### src/rtl/neo_pkg.sv
// Shared definitions for the NeoPixel strand controller: channel indices,
// sequencer states, default 50 MHz timing and the brightness scaler.
package neo_pkg;

  typedef enum logic [1:0] {
    GREEN = 2'd0,
    RED   = 2'd1,
    BLUE  = 2'd2,
    WHITE = 2'd3
  } color_e;

  typedef enum logic [1:0] {
    IDLE  = 2'd0,
    SEND  = 2'd1,
    LATCH = 2'd2
  } state_e;

  localparam int DEF_T0H  = 18;
  localparam int DEF_T1H  = 35;
  localparam int DEF_TBIT = 63;
  localparam int DEF_TRST = 2500;

  // Upper byte of level * (bright + 1); bright = 255 is unity gain.
  function automatic logic [7:0] scale_level(input logic [7:0] level,
                                             input logic [7:0] bright);
    logic [15:0] prod;
    prod = 16'(level) * (16'(bright) + 16'd1);
    return prod[15:8];
  endfunction

endpackage

### src/rtl/neo_bit_encoder.sv
// Single-wire bit encoder: one TBIT-long period per bit, high for T0H or
// T1H clocks at the start. Periods abut while run stays high.
module neo_bit_encoder
  import neo_pkg::*;
#(
  parameter int T0H  = DEF_T0H,
  parameter int T1H  = DEF_T1H,
  parameter int TBIT = DEF_TBIT
) (
  input  logic clock,
  input  logic reset,
  input  logic run,
  input  logic bit_val,
  output logic neo_data,
  output logic bit_done
);

  localparam int CW = $clog2(TBIT);

  logic [CW-1:0] cnt_q;
  logic [CW-1:0] hi_floor;

  // Period down-counter; reloads on terminal count so bits are back-to-back.
  always_ff @(posedge clock) begin
    if (!reset || !run) begin
      cnt_q <= CW'(TBIT - 1);
    end else if (cnt_q == '0) begin
      cnt_q <= CW'(TBIT - 1);
    end else begin
      cnt_q <= cnt_q - CW'(1);
    end
  end

  // The line is high while the count is still above the bit's low portion.
  assign hi_floor = bit_val ? CW'(TBIT - T1H) : CW'(TBIT - T0H);
  assign neo_data = run && (cnt_q >= hi_floor);
  assign bit_done = run && (cnt_q == '0);

endmodule

### src/rtl/neo_strand_ctrl_p.sv
// NeoPixel strand controller: pixel memory, frame sequencer and latch timer.
//
//   state | meaning
//   ------+---------------------------------------------------------
//   IDLE  | accepts loads and send_it, line held low
//   SEND  | shifting pixel bytes out MSB first through the encoder
//   LATCH | line low for TRST clocks, frame_done on the final cycle
module neo_strand_ctrl_p
  import neo_pkg::*;
#(
  parameter int NUM_PIXELS = 5,
  parameter int NUM_COLORS = 3,
  parameter int T0H        = DEF_T0H,
  parameter int T1H        = DEF_T1H,
  parameter int TBIT       = DEF_TBIT,
  parameter int TRST       = DEF_TRST,
  localparam int PW        = (NUM_PIXELS > 1) ? $clog2(NUM_PIXELS) : 1
) (
  input  logic          clock,
  input  logic          reset,
  input  logic          load_color,
  input  logic [PW-1:0] pixel_index,
  input  logic [1:0]    color_index,
  input  logic [7:0]    color_level,
  input  logic          send_it,
  input  logic [7:0]    brightness,
  output logic          ready_to_load,
  output logic          ready_to_send,
  output logic          neo_data,
  output logic          frame_done
);

  localparam int LW = $clog2(TRST + 1);

  state_e        state_q;
  logic [7:0]    mem [NUM_PIXELS][NUM_COLORS];
  logic [PW-1:0] pix_q;
  color_e        col_q;
  logic [2:0]    bitn_q;
  logic [7:0]    bright_q;
  logic [7:0]    byte_q;
  logic [LW-1:0] lcnt_q;
  logic          frame_done_q;

  logic          wr_en;
  logic          last_col;
  logic          last_pix;
  logic          bit_done;
  logic          enc_data;
  logic [PW-1:0] nxt_pix;
  color_e        nxt_col;
  logic [7:0]    nxt_level;
  logic [7:0]    first_level;

  assign wr_en = (state_q == IDLE) && load_color &&
                 (int'(pixel_index) < NUM_PIXELS) &&
                 (int'(color_index) < NUM_COLORS);

  assign last_col = (col_q == color_e'(NUM_COLORS - 1));
  assign last_pix = (pix_q == PW'(NUM_PIXELS - 1));

  // Address of the byte that follows the current one; wraps to 0 after the
  // final byte so the lookup always stays inside the memory.
  assign nxt_col   = last_col ? GREEN : color_e'(col_q + 2'd1);
  assign nxt_pix   = last_col ? (last_pix ? '0 : pix_q + PW'(1)) : pix_q;
  assign nxt_level = mem[nxt_pix][nxt_col];

  // A write landing on the same edge as send_it must reach the first byte.
  assign first_level = (wr_en && (pixel_index == '0) && (color_index == GREEN)) ?
                       color_level : mem[0][0];

  // Pixel memory: cleared on reset, written only while idle.
  always_ff @(posedge clock) begin
    if (!reset) begin
      for (int p = 0; p < NUM_PIXELS; p++) begin
        for (int c = 0; c < NUM_COLORS; c++) begin
          mem[p][c] <= '0;
        end
      end
    end else if (wr_en) begin
      mem[pixel_index][color_index] <= color_level;
    end
  end

  // Frame sequencer: walks pixel/channel/bit, then times the latch gap.
  always_ff @(posedge clock) begin
    if (!reset) begin
      state_q      <= IDLE;
      pix_q        <= '0;
      col_q        <= GREEN;
      bitn_q       <= 3'd7;
      bright_q     <= '0;
      byte_q       <= '0;
      lcnt_q       <= '0;
      frame_done_q <= 1'b0;
    end else begin
      frame_done_q <= 1'b0;
      case (state_q)
        IDLE: begin
          if (send_it) begin
            state_q  <= SEND;
            bright_q <= brightness;
            pix_q    <= '0;
            col_q    <= GREEN;
            bitn_q   <= 3'd7;
            byte_q   <= scale_level(first_level, brightness);
          end
        end
        SEND: begin
          if (bit_done) begin
            if (bitn_q == 3'd0) begin
              bitn_q <= 3'd7;
              pix_q  <= nxt_pix;
              col_q  <= nxt_col;
              byte_q <= scale_level(nxt_level, bright_q);
              if (last_col && last_pix) begin
                state_q <= LATCH;
                lcnt_q  <= '0;
              end
            end else begin
              bitn_q <= bitn_q - 3'd1;
              byte_q <= {byte_q[6:0], 1'b0};
            end
          end
        end
        LATCH: begin
          if (lcnt_q == LW'(TRST - 1)) begin
            state_q <= IDLE;
          end else begin
            lcnt_q <= lcnt_q + LW'(1);
          end
          // Registered one cycle early so the pulse sits on lcnt == TRST-1.
          if (lcnt_q == LW'(TRST - 2)) begin
            frame_done_q <= 1'b1;
          end
        end
        default: state_q <= IDLE;
      endcase
    end
  end

  neo_bit_encoder #(
    .T0H  (T0H),
    .T1H  (T1H),
    .TBIT (TBIT)
  ) u_enc (
    .clock    (clock),
    .reset    (reset),
    .run      (state_q == SEND),
    .bit_val  (byte_q[7]),
    .neo_data (enc_data),
    .bit_done (bit_done)
  );

  assign ready_to_load = (state_q == IDLE);
  assign ready_to_send = (state_q == IDLE);
  assign neo_data      = enc_data;
  assign frame_done    = frame_done_q;

endmodule
### config.mk
export PLATFORM = sky130hd
export DESIGN_NAME = neo_strand_ctrl_p
export DESIGN_NICKNAME = d
export VERILOG_FILES = /design/src/rtl/neo_pkg.sv /design/src/rtl/neo_bit_encoder.sv /design/src/rtl/neo_strand_ctrl_p.sv
export SDC_FILE = /design/constraint.sdc
export NUM_CORES = 1
export LEC_CHECK = 0
export ABC_CLOCK_PERIOD_IN_PS = 8350
export CORE_UTILIZATION = 46
export CTS_BUF_LIST = sky130_fd_sc_hd__clkbuf_4
export DETAILED_ROUTE_END_ITERATION = 6
export GPL_TIMING_DRIVEN = 0
export PLACE_DENSITY_LB_ADDON = 0.25
export SETUP_SLACK_MARGIN = 0.2
export SYNTH_ARGS = -nofsm -noshare
export SYNTH_HDL_FRONTEND = slang
export SYNTH_SLANG_ARGS = --single-unit
### constraint.sdc
create_clock -name clock -period 8.35 [get_ports clock]
set_input_delay 2.505 -clock clock [delete_from_list [all_inputs] [get_ports clock]]
set_output_delay 2.505 -clock clock [all_outputs]
set_load 0.02 [all_outputs]
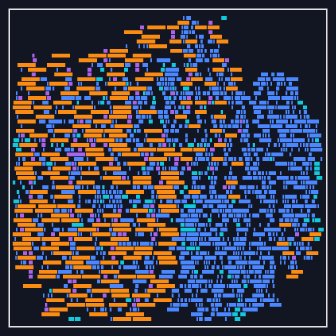
*Placed cells, one colour a class*
[other buffers and delay cells] cyan | cells: 105 | share of their area: 4.7%
[all other logic] blue | cells: 1167 | share of their area: 51%
[clock drivers and dummy loads] purple | cells: 108 | share of their area: 4.8%
[flops] orange | cells: 237 | share of their area: 39%

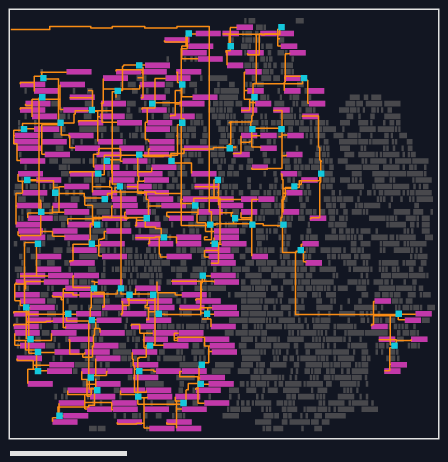
*Routed clock nets over the placement*
Scale bar: 50 um.
[flip-flops] magenta | count: 237
[clock wires] orange | length: 3440 um
[cells driving clock nets] cyan | count: 66
routed clock nets: 67
power in the clock group: 1.04 mW
Clk pwr share: 0.352
skew final: 0.05717 ns
clock latency on the worst-skew pair: 0.66 ns

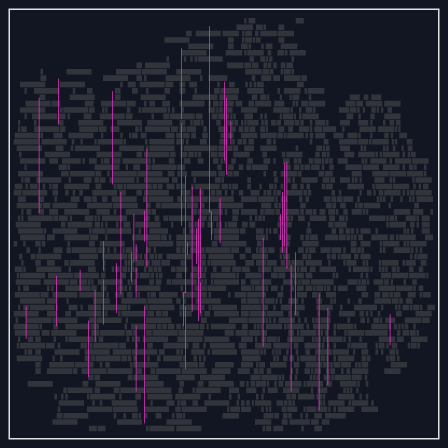
*M4 wires*
Cells faint in the background.
wire length on this layer: 1340 um
longest straight run: 79.2 um
nets with wire on the layer: 38
main direction: vertical
share of all routed wire: 3.4%

==> metrics.log <==
[flow] collecting metrics
INFO  metric drive_gt1_frac = 0.1608
INFO  metric whs_endpoint = bitn_q[1]
INFO  metric stdcell_area = 17530 um^2
INFO  metric detail-route-antenna-nets = 0
INFO  metric powerDensity = 168.2 nW/um^2
INFO  metric postPlaceCellArea = 16220 um^2
INFO  metric critPathBufInv = 7
INFO  metric count_of_input_and_output_buffers = 27
INFO  metric gr-usage-met2 = 0.4069
INFO  metric mappedNetlistArea = 15030 um^2
INFO  metric synthToLayoutAreaGrowth = 16.64%
INFO  metric outcome = complete, but fails checks
INFO  metric power.static_leakage = 7.270 nW
INFO  metric synth_cells = 1382
INFO  metric achievable-frequency = 125.3 MHz
INFO  metric worstPathMaxFanout = 10
INFO  metric grt_first_pass_wirelength = 62.18 mm
INFO  metric powerComb = 0.561 mW
INFO  metric num-nets-final = 1759
INFO  metric chip_area = 33410 um^2
INFO  metric internal_power = 2.106 mW
INFO  metric hold_path.startpoint = bitn_q[1]
INFO  metric seq_power = 1.35 mW
INFO  metric busiest_grt_layer = met2
INFO  metric fin_setup_tns = 0 ns
INFO  metric crit_path_frequent_cell = sky130_fd_sc_hd__fa_1
INFO  metric cts_max_path_buffers = 3
INFO  metric synth_sequential_area_ratio = 0.4434
INFO  metric number_of_cell_instances_after_yosys_synthesis = 1382
INFO  metric design.core.area = 31880 um^2
INFO  metric violations_in_the_final_reports = DRC
INFO  metric globalRouteMet1Util = 0.3100
INFO  metric dominant_register_cell = sky130_fd_sc_hd__edfxtp_1
INFO  metric r2r-start = pix_q[0]
INFO  metric max_cap_violations = 0
INFO  metric post_cts.resized_instances = 38
INFO  metric numCtsBuffers = 66
INFO  metric synth-warning-count = 0
INFO  metric place.detailed.hpwl = 28.89 mm
INFO  metric totalWireLength = 39.36 mm
INFO  metric vdd_ir_drop_max = 0.1120 mV
INFO  metric worst_hold_path_type = flop to flop
INFO  metric worst_ep_required_time = 8.88 ns
INFO  metric met2WireLength = 18.99 mm
INFO  metric met1_layer_wirelength_in_the_final_routing = 15.59 mm
INFO  metric grt_antenna_before_repair = 1
INFO  metric number_of_flops_mapped_to_enable_cells_by_yosys = 192
INFO  metric dr.max_layer_used = met4
INFO  metric drcViolationCount = 1
INFO  metric min_period_over_period = 0.9557
INFO  metric route.vias.total = 11288
INFO  metric ys_types = 72
INFO  metric postLayoutCoreUtil = 0.5500
INFO  metric ctsRootBufferMaster = sky130_fd_sc_hd__clkbuf_4
INFO  metric synth_top_area_share = 0.3835
INFO  metric post-synth-top-area-cell = sky130_fd_sc_hd__edfxtp_1
INFO  metric power.group.top = registers
INFO  metric logic_family = adder cells
## state kept, by name, indices dropped and copies added (netlist names)
signal,cells
pix_q,3
col_q,2
u_enc.cnt_q,6
mem,192
byte_q,8
state_q,2
bright_q,8
frame_done,1
bitn_q,3
lcnt_q,12
## layout make-up
| type | instances | area (um^2) |
|---|---|---|
| plain buffers | 49 | 289.0 |
| diodes | 1 | 2.502 |
| fillers | 2876 | 14350 |
| flip-flops and latches | 237 | 6666 |
| inverters | 145 | 544.3 |
| clock buffers | 94 | 705.7 |
| multi-input cells | 1022 | 8172 |
| repair buffers | 56 | 508.0 |
| well taps | 435 | 544.3 |
| clock inverters | 14 | 102.6 |
Power and IR drop assume default switching activity.
